==> src/rtl/pc_sequencer.sv <==
// Fetch-stage program counter: four-way next-PC select (exception, branch,
// jump/return, sequential) with a circular return-address stack for jr $ra.
module pc_sequencer #(
    parameter int              PC_W      = 32,
    parameter int              INCR      = 4,
    parameter logic [PC_W-1:0] RESET_VEC = '0,
    parameter logic [PC_W-1:0] EXC_VEC   = 32'h8000_0180,
    parameter int              RAS_DEPTH = 4
) (
    input  logic                         CLK,
    input  logic                         RST,
    input  logic                         PCen,
    input  logic                         exc_valid,
    input  logic                         branch_taken,
    input  logic [PC_W-1:0]              branch_target,
    input  logic                         jump_valid,
    input  logic [PC_W-1:0]              jump_target,
    input  logic                         call,
    input  logic [PC_W-1:0]              link_addr,
    input  logic                         ret,
    input  logic [PC_W-1:0]              ret_fallback,
    output logic [PC_W-1:0]              pc,
    output logic [PC_W-1:0]              npc,
    output logic [$clog2(RAS_DEPTH):0]   ras_count,
    output logic                         ras_empty,
    output logic                         ras_full,
    output logic                         align_err
);

    localparam int              PTR_W      = $clog2(RAS_DEPTH);
    localparam int              CNT_W      = PTR_W + 1;
    localparam logic [PC_W-1:0] ALIGN_MASK = PC_W'(INCR - 1);
    localparam logic [CNT_W-1:0] CNT_FULL  = CNT_W'(RAS_DEPTH);

    logic [PC_W-1:0]  r_pc;
    logic             r_align_err;
    logic [PTR_W-1:0] r_top;
    logic [CNT_W-1:0] r_count;
    logic [PC_W-1:0]  r_ras [RAS_DEPTH];

    logic [PC_W-1:0]  w_npc;
    logic             w_empty;
    logic             w_full;
    logic [PC_W-1:0]  w_ret_tgt;
    logic [PC_W-1:0]  w_raw_tgt;
    logic             w_load;
    logic             w_ras_op;
    logic             w_push;
    logic             w_pop;
    logic             w_wr_en;
    logic [PTR_W-1:0] w_wr_idx;
    logic [PTR_W-1:0] w_top_nxt;
    logic [CNT_W-1:0] w_cnt_nxt;

    assign w_npc   = r_pc + PC_W'(INCR);
    assign w_empty = (r_count == '0);
    assign w_full  = (r_count == CNT_FULL);

    // Return target comes from pre-edge stack state.
    assign w_ret_tgt = w_empty ? ret_fallback : r_ras[r_top];

    always_comb begin
        w_raw_tgt = jump_target;
        if (branch_taken) begin
            w_raw_tgt = branch_target;
        end else if (ret) begin
            w_raw_tgt = w_ret_tgt;
        end
    end

    // A target is loaded only on an enabled, non-exception branch or jump cycle.
    assign w_load   = !exc_valid && PCen && (branch_taken || jump_valid);
    assign w_ras_op = !exc_valid && PCen && !branch_taken && jump_valid;
    assign w_push   = w_ras_op && call;
    assign w_pop    = w_ras_op && ret;

    always_comb begin
        w_top_nxt = r_top;
        w_cnt_nxt = r_count;
        w_wr_en   = 1'b0;
        w_wr_idx  = r_top + PTR_W'(1);
        if (w_push && w_pop) begin
            w_wr_en = 1'b1;
            if (w_empty) begin
                w_top_nxt = r_top + PTR_W'(1);
                w_cnt_nxt = CNT_W'(1);
            end else begin
                // Pop then push lands back in the slot just freed.
                w_wr_idx = r_top;
            end
        end else if (w_push) begin
            w_wr_en   = 1'b1;
            w_top_nxt = r_top + PTR_W'(1);
            if (!w_full) begin
                w_cnt_nxt = r_count + CNT_W'(1);
            end
        end else if (w_pop && !w_empty) begin
            w_top_nxt = r_top - PTR_W'(1);
            w_cnt_nxt = r_count - CNT_W'(1);
        end
    end

    always_ff @(posedge CLK) begin
        if (RST) begin
            r_pc        <= RESET_VEC;
            r_align_err <= 1'b0;
            r_top       <= '0;
            r_count     <= '0;
        end else begin
            r_top   <= w_top_nxt;
            r_count <= w_cnt_nxt;
            if (exc_valid) begin
                r_pc        <= EXC_VEC;
                r_align_err <= 1'b0;
            end else if (!PCen) begin
                r_align_err <= 1'b0;
            end else if (w_load) begin
                r_pc        <= w_raw_tgt & ~ALIGN_MASK;
                r_align_err <= |(w_raw_tgt & ALIGN_MASK);
            end else begin
                r_pc        <= w_npc;
                r_align_err <= 1'b0;
            end
        end
    end

    // Stack payload carries no reset; validity is tracked solely by r_count.
    always_ff @(posedge CLK) begin
        if (w_wr_en && !RST) begin
            r_ras[w_wr_idx] <= link_addr;
        end
    end

    assign pc        = r_pc;
    assign npc       = w_npc;
    assign ras_count = r_count;
    assign ras_empty = w_empty;
    assign ras_full  = w_full;
    assign align_err = r_align_err;

endmodule

==> config.mk <==
export PLATFORM = sky130hd
export DESIGN_NAME = pc_sequencer
export DESIGN_NICKNAME = d
export VERILOG_FILES = /design/src/rtl/pc_sequencer.sv
export SDC_FILE = /design/constraint.sdc
export NUM_CORES = 1
export LEC_CHECK = 0
export CELL_PAD_IN_SITES_DETAIL_PLACEMENT = 2
export CELL_PAD_IN_SITES_GLOBAL_PLACEMENT = 2
export CORE_MARGIN = 8
export CORE_UTILIZATION = 25
export DETAILED_ROUTE_END_ITERATION = 8
export PLACE_DENSITY = 0.74
export SLEW_MARGIN = 0
export SYNTH_ARGS = -nofsm -noshare
export SYNTH_HDL_FRONTEND = slang
export SYNTH_SLANG_ARGS = --single-unit
export TNS_END_PERCENT = 50
==> constraint.sdc <==
create_clock -name CLK -period 8.3 [get_ports CLK]
set_input_delay 1.66 -clock CLK [delete_from_list [all_inputs] [get_ports CLK]]
set_output_delay 1.66 -clock CLK [all_outputs]
set_load 0.02 [all_outputs]
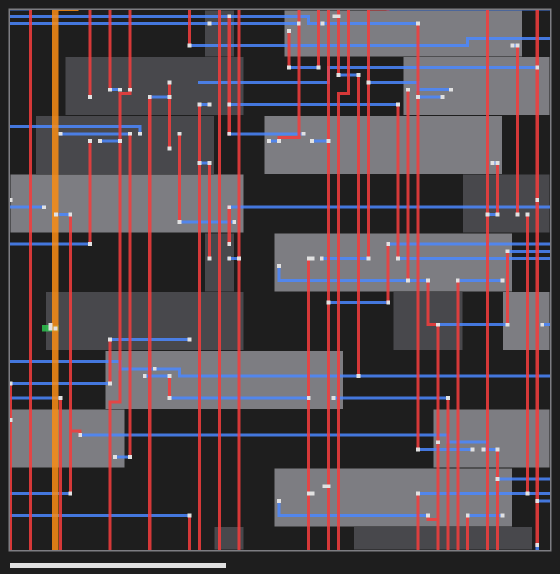
**Above:** a small window of the routed layout.
The bar under the picture is 10 um long. Region (37, 37) to (62, 62) um. Cells in gray, sequential cells in the stronger gray; small squares are vias.
metal 1 -> blue
metal 4 -> orange
metal 2 -> red
metal 3 -> green
most frequent = edfxtp_1 (7), mux4_2 (2)
sequential cells in the window = 7
netlist names of flops here include = `r_ras` (7)
cells with their middle in the window = 13

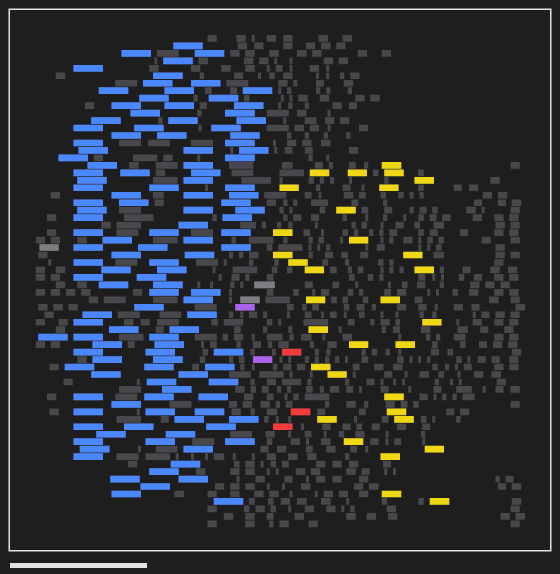
**Above:** sequential cells grouped by signal name.
The bar under the picture is 50 um long.
`r_top` -> purple  # placed flops 2
`pc` -> yellow  # placed flops 32
`r_ras` -> blue  # placed flops 128
`ras_count` -> red  # placed flops 3
not colored = 3

==> flow_metrics.py <==
# Auto-generated metrics
metrics = {
    "status": {
        "outcome": "finished clean",
    },
    "logic_synthesis": {
        "logic_family": "simple AND/OR/NAND/NOR gates",
        "yosys.area.top_type": "edfxtp_1",
        "synth.area.mux_share": 0.1015,
        "ys_ff": 168,
        "top_cell_area_share": 0.4710,
        "synth-async-reset-ratio": 0,
        "avgSynthCellArea_um2": 11.91,
        "ys_top_cells_by_area": "edfxtp_1 47%, dfxtp_1 9.8%, mux4_2 8.3%",
        "seq_area_frac_synth": 0.5692,
    },
    "clock_tree": {
        "cts_hold_buf": 0,
        "cts.sinks": 168,
        "cts_htree_levels": 4,
        "cts_buffer_depth": 2,
    },
    "power_and_ir_drop": {
        "internal_power_mw": 1.477,
        "combPwrFrac": 0.115,
        "power_frac_seq": 0.466,
        "total_power_mw": 1.980,
        "peakVddDrop_uv": 120.5,
        "seq-power_mw": 0.923,
        "comb-power_mw": 0.227,
        "power-top-group": "registers",
        "p_sw_mw": 0.5036,
    },
    "finish": {
        "fillCellCount": 3427,
        "nNetsFinal": 1014,
        "buffers": 221,
        "register_area_um2": 4646,
        "fin_cells": 1332,
        "drive_gt1_frac": 0.1114,
        "comb_area_um2": 3278,
        "n_clock_buffer": 17,
    },
    "floorplanning": {
        "core-area_um2": 32370,
        "initial_utilization": 0.2521,
        "pin_count": 206,
        "die_w_um": 196.7,
    },
    "setup_path": {
        "worstPathArrival_ps": 3590,
        "critPathLaunch": "pc[2]",
        "crit_chain": "nand4_1 > nor4_1 > nand4_1 > xnor2_1 > clkdlybuf4s50_1",
        "critPathSlowestCell": "nor4_1",
        "cp_max_fo": 8,
    },
    "place": {
        "buffer_ports.inserted": 205,
    },
    "detailed_routing": {
        "vias": 6716,
    },
    "global_route": {
        "antenna_found_initial": 3,
        "grtUsageTotal": 0.1751,
    },
    "timing": {
        "max-slew-margin-rel": 0.2890,
        "fin_tns_setup_ps": 0,
        "finalSetupViolCount": 0,
        "rsz0062_at_grt": "false",
    },
    "hold_path": {
        "hp-start": "pc[1]",
    },
}
## synthesized netlist by cell type, drive strengths merged (7+ instances only)
library cell	n
nand2	72
nand3	25
clkbuf	33
edfxtp	128
o21ai	28
xnor2	24
mux2i	13
nor2	49
dfxtp	40
mux4	30
nor3	15
buf	16
nor4	9
a31oi	10
o22ai	7
a211oi	11
inv	14
nand4	9
xor2	7
a21oi	46
## layer usage
metal	vias up	part of all wire	GRT usage
met5	-	0.00038	0
met2	219	0.50	0.2994
met3	41	0.063	0.04349
met4	2	0.022	0.05461
met1	3439	0.42	0.2151
li1	3015	-	-
## layout by cell type (no fill, tap or decap), drive strengths merged, types with 3 or more instances in the layout
cell type | netlist | final
a211oi | 11 | 11
a21o | 4 | 4
a21oi | 46 | 46
a221o | 4 | 4
a221oi | 6 | 6
a311oi | 6 | 6
a31oi | 10 | 10
and2 | 6 | 6
and3 | 5 | 5
buf | 16 | 17
clkbuf | 33 | 17
clkdlybuf4s50 | 0 | 204
clkinv | 0 | 6
dfxtp | 40 | 40
edfxtp | 128 | 128
inv | 14 | 20
mux2i | 13 | 13
mux4 | 30 | 30
nand2 | 72 | 72
nand2b | 4 | 4
nand3 | 25 | 25
nand4 | 9 | 9
nor2 | 49 | 49
nor2b | 5 | 5
nor3 | 15 | 15
nor4 | 9 | 9
o211a | 4 | 4
o211ai | 4 | 4
o21a | 3 | 3
o21ai | 28 | 28
o22ai | 7 | 7
o31ai | 5 | 5
or2 | 4 | 4
or3 | 5 | 5
or4 | 5 | 5
xnor2 | 24 | 24
xor2 | 7 | 7
## registers in the layout, indices dropped and copies added (netlist names), named ones only
register   cells
ras_count      3
r_ras        128
pc            32
align_err      1
r_top          2
No activity file was given, so power comes from the tool's default toggle rates.
